**Cell sizes after repair**

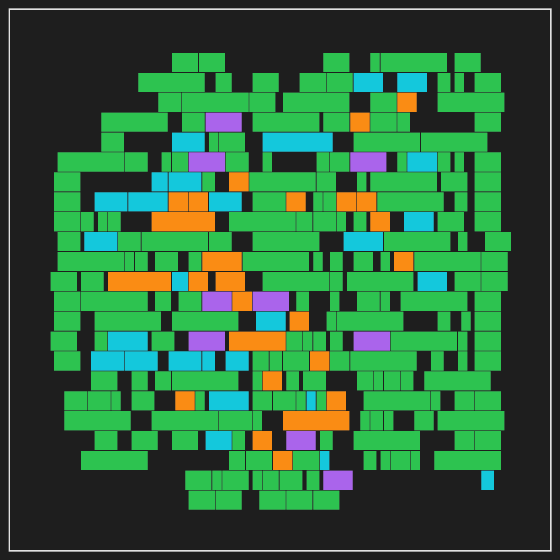
**Cell area per tile**

Bar = 20 um. The die is cut into 7 by 7 equal tiles; dark blue is low, red is high, 0 to 100% covered.
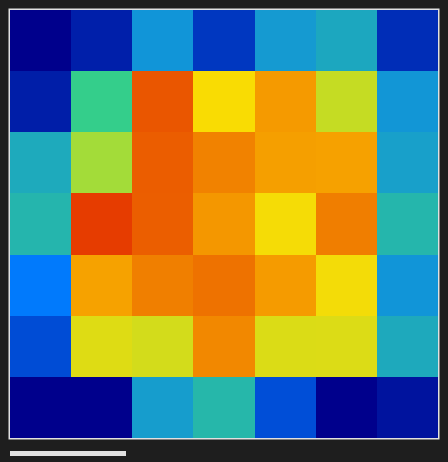
**Routed metal per tile**

Bar = 20 um. The die is cut into 15 by 15 equal tiles; dark blue is low, red is high, scaled to the fullest tile. Values are wire area over tile area, all layers added.
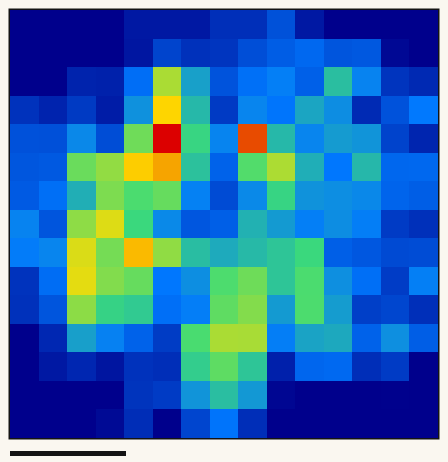
<file path="config.mk">
export PLATFORM = sky130hd
export DESIGN_NAME = decode_reg_arith_pipe
export DESIGN_NICKNAME = d
export VERILOG_FILES = /design/src/rtl/decode_reg_arith_pipe.sv
export SDC_FILE = /design/constraint.sdc
export NUM_CORES = 1
export LEC_CHECK = 0
export CAP_MARGIN = 20
export CORE_MARGIN = 5
export CORE_UTILIZATION = 49
export DETAILED_ROUTE_END_ITERATION = 10
export PLACE_DENSITY = 0.78
export SLEW_MARGIN = 40
export SYNTH_ARGS = -nofsm -noshare
export SYNTH_HDL_FRONTEND = slang
export SYNTH_SLANG_ARGS = --single-unit
</file>
<file path="constraint.sdc">
create_clock -name clk -period 2.48 [get_ports clk]
set_clock_uncertainty 0.15 [all_clocks]
set_input_delay 0.496 -clock clk [delete_from_list [all_inputs] [get_ports clk]]
set_output_delay 0.496 -clock clk [all_outputs]
set_load 0.02 [all_outputs]
</file>
<file path="src/rtl/decode_reg_arith_pipe.sv">
// decode_reg_arith_pipe: R-type (RV32I / optional RV32M) arithmetic decoder
// with valid/ready input, registered output stage and a one-entry skid buffer.
//
// Ports:
//   clk, rst (async, active-low), flush (sync, highest priority)
//   in_valid/in_ready, in_funct3, in_funct7, in_tag    : decode request
//   out_valid/out_ready, out_kind, out_illegal, out_tag : decoded result
//   illegal_count                                       : saturating count
//                                                         of accepted
//                                                         illegal encodings

package instr_type;
    typedef enum logic [4:0] {
        rak_invalid,
        rak_add,
        rak_sub,
        rak_sll,
        rak_slt,
        rak_sltu,
        rak_xor,
        rak_srl,
        rak_sra,
        rak_or,
        rak_and,
        rak_mul,
        rak_mulh,
        rak_mulhsu,
        rak_mulhu,
        rak_div,
        rak_divu,
        rak_rem,
        rak_remu
    } reg_arith_kind_t;
endpackage

module decode_reg_arith_pipe
    import instr_type::*;
#(
    parameter bit ENABLE_M = 1'b0,
    parameter int TAG_W    = 5,
    parameter int CNT_W    = 16
) (
    input  logic             clk,
    input  logic             rst,
    input  logic             flush,
    input  logic             in_valid,
    output logic             in_ready,
    input  logic [2:0]       in_funct3,
    input  logic [6:0]       in_funct7,
    input  logic [TAG_W-1:0] in_tag,
    output logic             out_valid,
    input  logic             out_ready,
    output reg_arith_kind_t  out_kind,
    output logic             out_illegal,
    output logic [TAG_W-1:0] out_tag,
    output logic [CNT_W-1:0] illegal_count
);

    localparam logic [CNT_W-1:0] CNT_MAX = '1;
    localparam logic [CNT_W-1:0] CNT_ONE = {{(CNT_W-1){1'b0}}, 1'b1};

    logic             out_valid_q,   out_valid_d;
    reg_arith_kind_t  out_kind_q,    out_kind_d;
    logic             out_illegal_q, out_illegal_d;
    logic [TAG_W-1:0] out_tag_q,     out_tag_d;

    logic             skid_valid_q,   skid_valid_d;
    reg_arith_kind_t  skid_kind_q,    skid_kind_d;
    logic             skid_illegal_q, skid_illegal_d;
    logic [TAG_W-1:0] skid_tag_q,     skid_tag_d;

    logic             in_ready_q, in_ready_d;
    logic [CNT_W-1:0] cnt_q,      cnt_d;

    reg_arith_kind_t  dec_kind;
    logic             dec_illegal;
    logic             accept;
    logic             consume;

    // Strict decode: anything not explicitly listed falls through to invalid.
    always_comb begin
        dec_kind = rak_invalid;
        unique case (1'b1)
            (in_funct7 == 7'b0000000): begin
                case (in_funct3)
                    3'b000:  dec_kind = rak_add;
                    3'b001:  dec_kind = rak_sll;
                    3'b010:  dec_kind = rak_slt;
                    3'b011:  dec_kind = rak_sltu;
                    3'b100:  dec_kind = rak_xor;
                    3'b101:  dec_kind = rak_srl;
                    3'b110:  dec_kind = rak_or;
                    default: dec_kind = rak_and;
                endcase
            end
            (in_funct7 == 7'b0100000): begin
                if (in_funct3 == 3'b000) begin
                    dec_kind = rak_sub;
                end else if (in_funct3 == 3'b101) begin
                    dec_kind = rak_sra;
                end
            end
            (in_funct7 == 7'b0000001): begin
                if (ENABLE_M) begin
                    case (in_funct3)
                        3'b000:  dec_kind = rak_mul;
                        3'b001:  dec_kind = rak_mulh;
                        3'b010:  dec_kind = rak_mulhsu;
                        3'b011:  dec_kind = rak_mulhu;
                        3'b100:  dec_kind = rak_div;
                        3'b101:  dec_kind = rak_divu;
                        3'b110:  dec_kind = rak_rem;
                        default: dec_kind = rak_remu;
                    endcase
                end
            end
            default: dec_kind = rak_invalid;
        endcase
    end

    assign dec_illegal = (dec_kind == rak_invalid);
    assign accept      = in_valid && in_ready_q;
    assign consume     = out_valid_q && out_ready;

    always_comb begin
        out_valid_d    = out_valid_q;
        out_kind_d     = out_kind_q;
        out_illegal_d  = out_illegal_q;
        out_tag_d      = out_tag_q;
        skid_valid_d   = skid_valid_q;
        skid_kind_d    = skid_kind_q;
        skid_illegal_d = skid_illegal_q;
        skid_tag_d     = skid_tag_q;
        cnt_d          = cnt_q;

        if (flush) begin
            out_valid_d  = 1'b0;
            skid_valid_d = 1'b0;
        end else begin
            if (skid_valid_q) begin
                // in_ready is low here, so no new input can arrive.
                if (consume) begin
                    out_kind_d    = skid_kind_q;
                    out_illegal_d = skid_illegal_q;
                    out_tag_d     = skid_tag_q;
                    skid_valid_d  = 1'b0;
                end
            end else if (accept) begin
                if (!out_valid_q || consume) begin
                    out_valid_d   = 1'b1;
                    out_kind_d    = dec_kind;
                    out_illegal_d = dec_illegal;
                    out_tag_d     = in_tag;
                end else begin
                    skid_valid_d   = 1'b1;
                    skid_kind_d    = dec_kind;
                    skid_illegal_d = dec_illegal;
                    skid_tag_d     = in_tag;
                end
            end else if (consume) begin
                out_valid_d = 1'b0;
            end

            if (accept && dec_illegal && (cnt_q != CNT_MAX)) begin
                cnt_d = cnt_q + CNT_ONE;
            end
        end

        // Registered ready: high exactly when the skid will be empty.
        in_ready_d = !skid_valid_d;
    end

    always_ff @(posedge clk or negedge rst) begin
        if (!rst) begin
            out_valid_q    <= 1'b0;
            out_kind_q     <= rak_invalid;
            out_illegal_q  <= 1'b0;
            out_tag_q      <= '0;
            skid_valid_q   <= 1'b0;
            skid_kind_q    <= rak_invalid;
            skid_illegal_q <= 1'b0;
            skid_tag_q     <= '0;
            in_ready_q     <= 1'b1;
            cnt_q          <= '0;
        end else begin
            out_valid_q    <= out_valid_d;
            out_kind_q     <= out_kind_d;
            out_illegal_q  <= out_illegal_d;
            out_tag_q      <= out_tag_d;
            skid_valid_q   <= skid_valid_d;
            skid_kind_q    <= skid_kind_d;
            skid_illegal_q <= skid_illegal_d;
            skid_tag_q     <= skid_tag_d;
            in_ready_q     <= in_ready_d;
            cnt_q          <= cnt_d;
        end
    end

    assign in_ready      = in_ready_q;
    assign out_valid     = out_valid_q;
    assign out_kind      = out_kind_q;
    assign out_illegal   = out_illegal_q;
    assign out_tag       = out_tag_q;
    assign illegal_count = cnt_q;

endmodule
</file>
==> results.txt <==
Physical implementation.

- After synthesis the netlist holds a flip-flop and latch count of 39.
- The number of synthesis warnings is 0.
- The static leakage is 1.22 nW.
- The count of port buffers added during placement is 47.
- The peak supply drop is 0.298 mV.
- The required time at the worst endpoint is listed as 2510 ps.
- The library cell with the largest summed area after synthesis is dfrtp_1.
- The worst-case max-slew headroom was logged as 0.610.
- Per the post-CTS timing run, clock transition at the registers of the reported paths is 70 ps.
- The number of search-and-repair iterations in the first detailed-routing pass is 4.
- The clock sink total is 39.
- The number of global-route vias before repair was 1697.
- The row count is 23.
- The vertical die dimension reported for this design is 73.8 um.
- The wire-length estimate of the detail-placed layout is 3350 um.
- After the flow finishes, the layout carries non-filler instances totaling 308.
- The type of element capturing the critical path is a flop.
- The flow ran to the end, and the final reports show no timing, DRC or antenna violations.
- Synthesis produced a netlist with a net count of 214.
- The master of the slowest instance on the critical path is clkdlybuf4s50_1.
- For the pin with the worst max-slew slack, the measured transition is 586 ps.
- The total core area is 3970 sq um.
- For the completed layout, the total cell area is recorded as 2830 sq um.
- The run reported a max-capacitance violation count of 0.
- The maximum level of the CTS H-tree is 2.
- The gate-level netlist out of Yosys references 46 unique cell types.
- The signal on the critical path passes through clkdlybuf4s50_1 -> nor2b_1 -> o41a_4 -> or3_4 -> mux2_4.
- The clock tree root buffer cell is clkbuf_8.
- The number of clock buffers inserted by TritonCTS is 5.
- In this design, the stage delay of the slowest critical-path cell is 660 ps.
- The cell count listed in synth_stat.txt is 190.
- Once the clock tree was built, the setup fixing pass inserted 0 buffers.
- The clock period could shrink to 2420 ps.
- The final tally of hold violations is 0.
- The critical path in this run is classified as primary input to flop.
- Setup repair after global routing left no endpoint under its margin.
- The share of synthesized area in the top cell type comes to 0.476.
- The overall power is 1.82 mW.
- Hold is met by 50.9 ps.
- The count of boundary I/O pins is 49.
- The stage logs contain a warning count of 28.
- For this run, asynchronously set or reset flops after synthesis account for 1.00.
- The dominant delay contributor by cell family on the critical path is buffers and inverters.
- The total routing usage reported by global routing is 0.187.
- Derived from the worst setup path, the maximum achievable clock frequency is 413 MHz.
- The overall die width is 73.8 um.
- The gate count of the mapped netlist is 190.
## Picture notes: 'cell sizes after repair'
_6 and larger -> purple  # cells 9
_0 and _1 cells -> green  # cells 197
_3 and _4 cells -> orange  # cells 25
_2 cells -> cyan  # cells 27
number of non-clock buffers in the layout: 69
Area growth syn-to-layout: 41.9%
worst setup slack after layout: 60.5 ps

## Picture notes: 'cell area per tile'
emptiest ninth of the die = upper left
nearly empty tiles = 8.2%
fullest tile = 93%
mean over tiles = 51%
tiles over 75% full = 31%
densest ninth of the die = centre

## Picture notes: 'routed metal per tile'
mean over tiles = 0.14
tiles over half the peak = 15%
nearly empty tiles = 17%

cells by family (layout without fill, tap and decap cells):
family                   count (synthesis)  in the layout  share of synthesized area
buffers and inverters                   17             85                     0.0376
AND/OR/NAND/NOR                         68             68                      0.199
multiplexers                            12             12                     0.0658
adder cells (fa/ha/maj)                  4              4                     0.0251
flip-flops                              39             39                      0.490
AND-OR/OR-AND                           34             34                      0.115
XOR/XNOR                                15             15                     0.0658
other                                    1              1                    0.00188
state kept, by name (all words and copies together) (netlist names):
name	cells
illegal_count	16
out_tag	5
skid_tag_q	5
out_kind	4
skid_kind_q	4
in_ready	1
out_illegal	1
out_valid	1
skid_illegal_q	1
skid_valid_q	1
cells in the mapped netlist (all sizes together), types with 4 or more instances:
library cell	number
dfrtp	38
nand2	16
xor2	14
nor2	13
a21oi	12
nor4	10
inv	9
nand3	7
o21ai	7
mux2	6
mux2i	6
clkbuf	5
ha	4
nor4b	4
layer usage:
layer  routed length [um]  vias up  GRT usage  part of all wire
met5                    0        -          0                 0
met2                 2410       45      0.314              0.50
met3                  230       11     0.0438             0.048
met1                 2050      837      0.235              0.43
li1                     -      812          -                 -
met4                   90        0     0.0624             0.019
where the power goes:
part	switching, mW	total, mW	internal (mW)	leakage (nW)
logic	0.255	0.539	0.283	0.678
clock network	0.219	0.437	0.218	0.0470
registers	0.0985	0.842	0.743	0.495
what timing repair did:
| action | 4_1_cts | 5_1_grt |
|---|---|---|
| gates resized | 15 | 5 |
| pin swaps | 4 | 1 |
| cloned | 0 | 0 |
| setup endpoints to repair | 16 | 10 |
worst max path at each step:
stage | start | endpoint | slack (ps) | cells past startpoint
final | in_funct7[5] | illegal_count[1] | 60 | 5
after global routing | in_funct7[5] | illegal_count[1] | 7 | 5
after CTS | in_funct7[5] | illegal_count[1] | 70 | 5
after detailed placement | in_funct3[1] | illegal_count[12] | -630 | 9
after global placement | in_funct3[1] | illegal_count[1] | -460 | 8
after floorplan | in_funct3[1] | illegal_count[1] | 50 | 7
metrics by stage:
stage                     utilization  TNS, ps
after floorplan                     -        0
after global placement          0.668    -6440
after detailed placement        0.668    -7460
after CTS                       0.707        0
after global routing            0.713        0
final                           0.713        0
worst reg2reg max path, delay by kind of cell (launching register included):
kind / cells / cell delay [ps]
adders and majority gates: 1 / 270
and+or+nand+nor: 4 / 980
DFF: 1 / 440
xor gates and xnor gates: 1 / 200
cell type report:
class	instances	area, sq um
clock buffers	6	82.6
clock inverters	1	5.00
fillers	313	1140
inverters	9	33.8
multi-input cells	134	1030
flip-flops and latches	39	977
well taps	50	62.6
repair buffers	69	641
Power and IR drop assume default switching activity.
